final_clocks.png
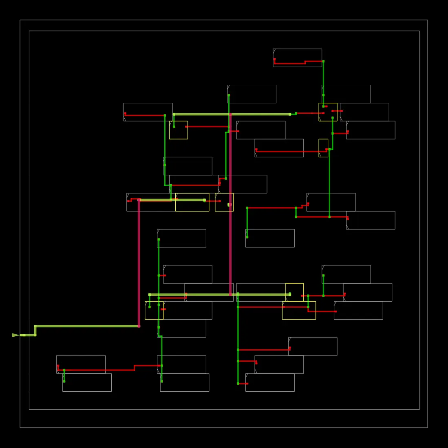
pdn.png
Pins as bars on the die edge. Tap cells in grey.
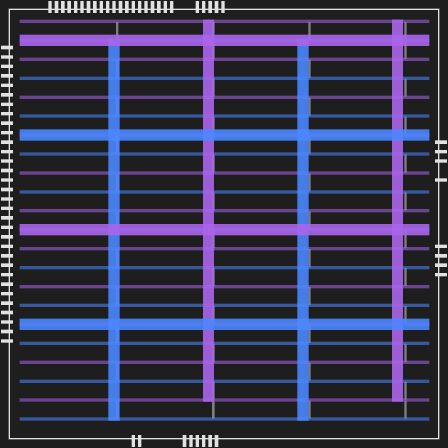
cell_classes.png
The bar under the picture is 20 µm long.
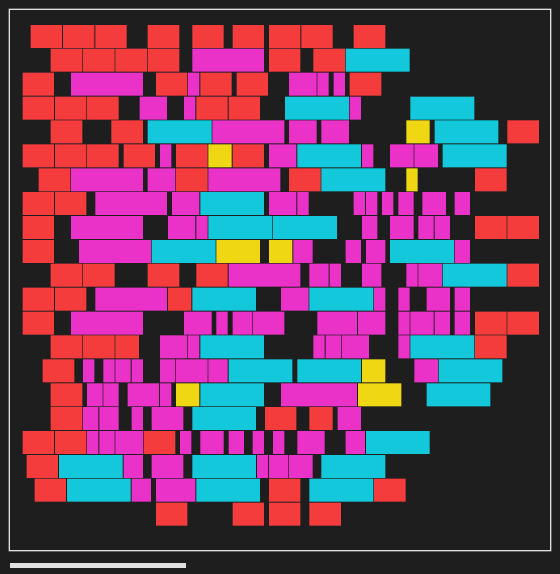
clock_map.png
The bar under the picture is 20 µm long.
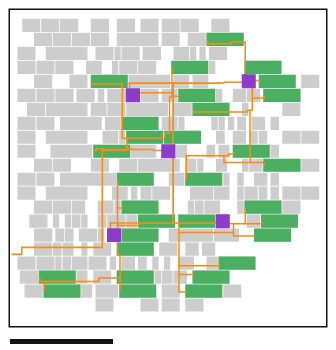
`src/rtl/latch_sched_pkg.sv`:
```
// Shared types and elaboration helpers for the latch bank write scheduler.
// Used by latch_bank_sched and latch_sched_rr_arb.
package latch_sched_pkg;

    typedef enum logic [2:0] {
        IDLE,
        SETUP,
        PULSE,
        HOLD,
        DONE
    } state_e;

    // Smallest legal gate-high and post-gate hold lengths, in cycles.
    localparam int MIN_PULSE_CYC = 1;
    localparam int MIN_HOLD_CYC  = 1;

    function automatic int grant_w(input int n);
        return (n > 1) ? $clog2(n) : 1;
    endfunction

    function automatic int at_least(input int v, input int lo);
        return (v < lo) ? lo : v;
    endfunction

    function automatic int cnt_w(input int p, input int h);
        int m;
        m = (p > h) ? p : h;
        return (m + 1 > 1) ? $clog2(m + 1) : 1;
    endfunction

endpackage

```
`src/rtl/latch_sched_rr_arb.sv`:
```
// Combinational requester picker: round-robin from ptr_i by default, or
// lowest-index fixed priority when LATCH_SCHED_FIXED_PRIO_EN is defined.
module latch_sched_rr_arb
    import latch_sched_pkg::*;
#(
    parameter int NREQ = 4
) (
    input  logic [NREQ-1:0]          req_i,
    input  logic [grant_w(NREQ)-1:0] ptr_i,
    output logic                     gnt_valid_o,
    output logic [grant_w(NREQ)-1:0] gnt_idx_o
);
    localparam int GW = grant_w(NREQ);

`ifdef LATCH_SCHED_FIXED_PRIO_EN
    logic unused_ptr;
    assign unused_ptr = ^ptr_i;

    always_comb begin
        // NOTE: every output gets a default before the loop so no latch is inferred.
        gnt_valid_o = 1'b0;
        gnt_idx_o   = '0;
        for (int i = NREQ - 1; i >= 0; i--) begin
            if (req_i[i]) begin
                gnt_valid_o = 1'b1;
                gnt_idx_o   = GW'(i);
            end
        end
    end
`else
    logic [NREQ-1:0] rot;
    logic [GW:0]     sum;

    // rot[j] is the request sitting j positions after the pointer; scanning
    // downward leaves the nearest one as the final assignment.
    always_comb begin
        rot         = NREQ'({req_i, req_i} >> ptr_i);
        sum         = '0;
        gnt_valid_o = 1'b0;
        gnt_idx_o   = '0;
        for (int j = NREQ - 1; j >= 0; j--) begin
            if (rot[j]) begin
                sum = {1'b0, ptr_i} + (GW + 1)'(j);
                if (sum >= (GW + 1)'(NREQ)) begin
                    sum = sum - (GW + 1)'(NREQ);
                end
                gnt_valid_o = 1'b1;
                gnt_idx_o   = sum[GW-1:0];
            end
        end
    end
`endif

endmodule

```
`src/rtl/latch_bank_sched.sv`:
```
// Write scheduler for a bank of gated D latches: arbitrate, then setup / gate pulse / hold / ack.
// Define LATCH_SCHED_FIXED_PRIO_EN for lowest-index-wins instead of round-robin.
module latch_bank_sched
    import latch_sched_pkg::*;
#(
    parameter int NREQ      = 4,
    parameter int DW        = 8,
    parameter int AW        = 3,
    parameter int PULSE_CYC = 1,
    parameter int HOLD_CYC  = 1
) (
    input  logic                     clc,
    input  logic                     rst_n,
    input  logic [NREQ-1:0]          req_i,
    input  logic [NREQ*AW-1:0]       req_addr_i,
    input  logic [NREQ*DW-1:0]       req_data_i,
    output logic [NREQ-1:0]          ack_o,
    output logic [DW-1:0]            lat_d_o,
    output logic [(2**AW)-1:0]       lat_en_o,
    output logic                     busy_o,
    output logic [grant_w(NREQ)-1:0] grant_id_o
);
    localparam int DEPTH     = 2**AW;
    localparam int GW        = grant_w(NREQ);
    localparam int PULSE_EFF = at_least(PULSE_CYC, MIN_PULSE_CYC);
    localparam int HOLD_EFF  = at_least(HOLD_CYC, MIN_HOLD_CYC);
    localparam int CW        = cnt_w(PULSE_EFF, HOLD_EFF);
    localparam logic [CW-1:0] PULSE_LOAD = CW'(PULSE_EFF - 1);
    localparam logic [CW-1:0] HOLD_LOAD  = CW'(HOLD_EFF - 1);

    state_e           state_q;
    logic [CW-1:0]    cnt_q;
    logic [AW-1:0]    addr_q;
    logic [DW-1:0]    lat_d_q;
    logic [DEPTH-1:0] lat_en_q, lat_en_d;
    logic [NREQ-1:0]  ack_q;
    logic             busy_q;
    logic [GW-1:0]    grant_id_q;
    logic [GW-1:0]    arb_ptr, gnt_idx;
    logic             gnt_valid;
    logic [AW-1:0]    sel_addr;
    logic [DW-1:0]    sel_data;

`ifdef LATCH_SCHED_FIXED_PRIO_EN
    assign arb_ptr = '0;
`else
    logic [GW-1:0] rr_ptr_q, rr_ptr_d;
    assign arb_ptr  = rr_ptr_q;
    assign rr_ptr_d = (grant_id_q == GW'(NREQ - 1)) ? '0 : grant_id_q + GW'(1);
`endif

    latch_sched_rr_arb #(.NREQ(NREQ)) u_arb (
        .req_i       (req_i),
        .ptr_i       (arb_ptr),
        .gnt_valid_o (gnt_valid),
        .gnt_idx_o   (gnt_idx)
    );

    always_comb begin
        sel_addr = '0;
        sel_data = '0;
        for (int i = 0; i < NREQ; i++) begin
            if (gnt_idx == GW'(i)) begin
                sel_addr = req_addr_i[i*AW +: AW];
                sel_data = req_data_i[i*DW +: DW];
            end
        end
    end

    assign lat_en_d = DEPTH'(1) << addr_q;

    // Gate enables come straight from flops so the latch gates never glitch.
    always_ff @(posedge clc) begin
        if (!rst_n) begin
            // NOTE: state and outputs use <= so every flop samples pre-edge values.
            state_q    <= IDLE;
            cnt_q      <= '0;
            addr_q     <= '0;
            lat_d_q    <= '0;
            lat_en_q   <= '0;
            ack_q      <= '0;
            busy_q     <= 1'b0;
            grant_id_q <= '0;
`ifndef LATCH_SCHED_FIXED_PRIO_EN
            rr_ptr_q   <= '0;
`endif
        end else begin
            ack_q <= '0;
            case (state_q)
                IDLE: begin
                    if (gnt_valid) begin
                        state_q    <= SETUP;
                        busy_q     <= 1'b1;
                        grant_id_q <= gnt_idx;
                        addr_q     <= sel_addr;
                        lat_d_q    <= sel_data;
                    end
                end
                SETUP: begin
                    state_q  <= PULSE;
                    lat_en_q <= lat_en_d;
                    cnt_q    <= PULSE_LOAD;
                end
                PULSE: begin
                    if (cnt_q == '0) begin
                        state_q  <= HOLD;
                        lat_en_q <= '0;
                        cnt_q    <= HOLD_LOAD;
                    end else begin
                        cnt_q <= cnt_q - CW'(1);
                    end
                end
                HOLD: begin
                    if (cnt_q == '0) begin
                        state_q <= DONE;
                        ack_q   <= NREQ'(1) << grant_id_q;
                    end else begin
                        cnt_q <= cnt_q - CW'(1);
                    end
                end
                DONE: begin
                    state_q <= IDLE;
                    busy_q  <= 1'b0;
`ifndef LATCH_SCHED_FIXED_PRIO_EN
                    rr_ptr_q <= rr_ptr_d;
`endif
                end
                default: begin
                    state_q  <= IDLE;
                    busy_q   <= 1'b0;
                    lat_en_q <= '0;
                end
            endcase
        end
    end

    assign ack_o      = ack_q;
    assign lat_d_o    = lat_d_q;
    assign lat_en_o   = lat_en_q;
    assign busy_o     = busy_q;
    assign grant_id_o = grant_id_q;

endmodule

```
`config.mk`:
```
export PLATFORM = sky130hd
export DESIGN_NAME = latch_bank_sched
export DESIGN_NICKNAME = d
export VERILOG_FILES = /design/src/rtl/latch_sched_pkg.sv /design/src/rtl/latch_sched_rr_arb.sv /design/src/rtl/latch_bank_sched.sv
export SDC_FILE = /design/constraint.sdc
export NUM_CORES = 1
export LEC_CHECK = 0
export ABC_AREA = 0
export CAP_MARGIN = 10
export CORE_UTILIZATION = 43
export CTS_CLUSTER_SIZE = 25
export DETAILED_ROUTE_END_ITERATION = 10
export PLACE_DENSITY = 0.84
export SLEW_MARGIN = 15
export SYNTH_ARGS = -nofsm -noshare
export SYNTH_HDL_FRONTEND = slang
export SYNTH_HIERARCHICAL = 1
export SYNTH_SLANG_ARGS = --single-unit
```
`constraint.sdc`:
```
create_clock -name clc -period 3.9 [get_ports clc]
set_clock_uncertainty 0.05 [all_clocks]
set_input_delay 0.585 -clock clc [delete_from_list [all_inputs] [get_ports clc]]
set_output_delay 0.585 -clock clc [all_outputs]
set_load 0.05 [all_outputs]
```
==> job_summary.md <==
## PnR job results

| Metric | Value |
|---|---|
| Fmax | `between 400 and 500 MHz` |
| Max VDD drop | `approximately 180 µV` |
| Logic pwr share | `a little under a third` |
| Status | `finished clean` |
| CTS root buf | `clkbuf_4` |
| Logic power comb | `0.256 mW` |
| Max Buffers Root-to-Sink | `2` |
| Most frequent cell after synthesis | `dfxtp_1` |
| Antenna diodes | `0` |
| Yosys Warn Count | `6` |
| Max cap viols | `0` |
| Post-Syn Instances | `about 150` |
| CTS tree | `yes` |
| Final instance area | `0.00233 mm²` |
| Gr busiest metal | `met2` |
| Final ANT Viol Nets | `0` |
| Worst r2r src | `arb_ptr[0]` |
| R2r setup slk | `between 1.5 and 2 ns` |
| Gr usage total | `between 20% and 30%` |
| Max Slew Vio Count | `0` |
| Chip area | `about 0.0038 mm²` |
| Core area | `roughly 0.0034 mm²` |
| Hold Slack | `between 0.4 and 0.5 ns` |
| Fp util | `45.2%` |
| Pwr top | `sequential cells` |
| Fin crit share | `60.8%` |
| Min Tclk post-route | `~2.4 ns` |
| Iter 0 DRT Violations | `34` |
| Worst Hold Depth | `2` |
| Leak | `approximately 0.84 nW` |
| Clk slew on worst S/H paths | `about 0.09 ns` |
| Tool warning count | `26` |
| Global Route met2 Usage | `approximately 34%` |
| Seq pwr share | `around 44%` |
| Design Power | `between 0.8 and 0.9 mW` |
| Post-layout util | `a little over two thirds` |
| Layout clock area frac | `under 10%` |
| Worst setup SP type | `input port` |
| Well tap count | `between 40 and 50` |
| Biggest area cells | `dfxtp_1 41%, mux4_2 16%, o2bb2ai_1 6.3%` |
| IO Port Bufs | `between 70 and 80` |
| WP data arrival | `around 2.5 ns` |
| Yosys chip area | `around 0.0015 mm²` |
| Yosys top cell by area | `dfxtp_1` |
| Cell internal pwr | `around 0.57 mW` |
| Slew @ Worst Pin | `0.832 ns` |
| Routability cong. | `roughly 0.78` |
| Area leader share | `40.8%` |
| Routed len/inst | `roughly 14 µm` |
| Vias in the first global route | `between 1000 and 1500` |
| DRC Markers | `0` |
| WS Path Type | `input port to flop` |
| Worst EP required | `between 4 and 5 ns` |
| Worst Setup Slack, final | `~1.5 ns` |
| FFs & Latches | `31` |
| Die Ht | `roughly 61 µm` |
| Multi-input gates | `roughly 100` |
| Pre-CTS setup slack | `~1.2 ns` |
| Switching power of the nets | `about 0.26 mW` |
| Unique cell type count in the Yosys netlist | `31` |
| Cell type taking the most area | `multi-input combinational cells` |
| Logic area | `~800 µm²` |
| Final setup vio count | `0` |
| Post-layout nets | `around 270` |
| Cell Area, Synth | `between 0.0015 and 0.002 mm²` |
| First-pass DRT Iterations | `4` |
| Area delta synth->final | `53.5%` |
| Setup_tns | `0 ns` |
| Seq share, synth | `between 40 and 50%` |
| Mapped Nets | `a little under 200` |
| Hold WC Path Type | `flop to flop` |
| Top post-synthesis cells by count | `31 x dfxtp_1, 18 x nand2_1, 11 x mux4_2, 11 x o2bb2ai_1` |
| Vias | `roughly 1400` |
| EDFF count, synth | `0` |
| Layout Cells excl Fill | `between 200 and 300` |
| FF+latch count, synth | `31` |
Notes on final_clocks.png above:
clk_lat worst skew: 0.32 ns
clock sinks: 31

Notes on pdn.png above:
net	colour
VDD	purple
VSS	blue
met1 rails	22
signal pins	73
tap cells	46

Notes on cell_classes.png above:
class	colour	cells
flip-flops	cyan	31
other buffers and delay cells	red	75
all other logic	magenta	106
clock drivers and dummy loads	yellow	8

Notes on clock_map.png above:
[clock wires] orange | length: 355 µm
[flip-flops] green | count: 31
[cells driving clock nets] purple | count: 5
routed clock nets	6
Clock Power Share: 25.2%
Clock Power: 0.209 mW

-- placed cells by master, fill, tap and decap left out, types with 3 or more instances in the layout --
cell             Yosys  routed
o21ai_0              8       8
nor2_1               7       7
nor2b_1              7       7
clkbuf_4             0       5
dfxtp_1             31      31
a21boi_0             8       8
nand2_1             18      18
clkdlybuf4s50_1      0      72
nand3_1              3       3
buf_4                0       3
inv_1                6       6
mux2i_1              4       4
mux4_2              11      11
o2bb2ai_1           11      11
a21oi_1              4       4
-- cells by family (layout without fill, tap and decap cells) --
kind of cell	count (synthesis)	in the layout	synth area share [%]
AND-OR/OR-AND	35	35	16.3
AND/OR/NAND/NOR	48	48	17.4
multiplexers	15	15	18.9
XOR/XNOR	1	1	0.576
adder cells (fa/ha/maj)	1	1	0.822
flip-flops	31	31	40.8
buffers and inverters	16	89	5.18
-- worst max-delay path by stage --
stage / from / to / slack [ns]
4_1_cts: req_i[1] / lat_d_o[1] / 1.52
6_report: req_i[1] / lat_d_o[6] / 1.53
2_1_floorplan: req_i[1] / addr_q[0] / 1.55
3_5_place_dp: req_i[1] / lat_d_o[1] / 1.16
3_3_place_gp: req_i[1] / lat_d_o[6] / 1.22
5_1_grt: req_i[1] / lat_d_o[1] / 1.44
-- sequential cells by signal (all words and copies together) (netlist names) --
register,count
addr_q,3
grant_id_o,2
busy_o,1
lat_en_o,8
arb_ptr,2
lat_d_o,8
ack_o,4
state_q,3
-- worst max-delay path, stage by stage --
cell             delay, ns
clkdlybuf4s50_1       0.51
inv_1                 0.07
a221o_1               0.31
a21oi_1               0.14
buf_4                 0.26
mux4_2                0.54
o2bb2ai_1             0.13
-- per-layer routing --
metal	up-vias	part of all wire, %
met3	9	6.4
li1	682	-
met1	627	43
met5	-	0
met2	54	48
met4	0	2.1
Power figures rest on the tool's default switching activity, not on a simulated workload.
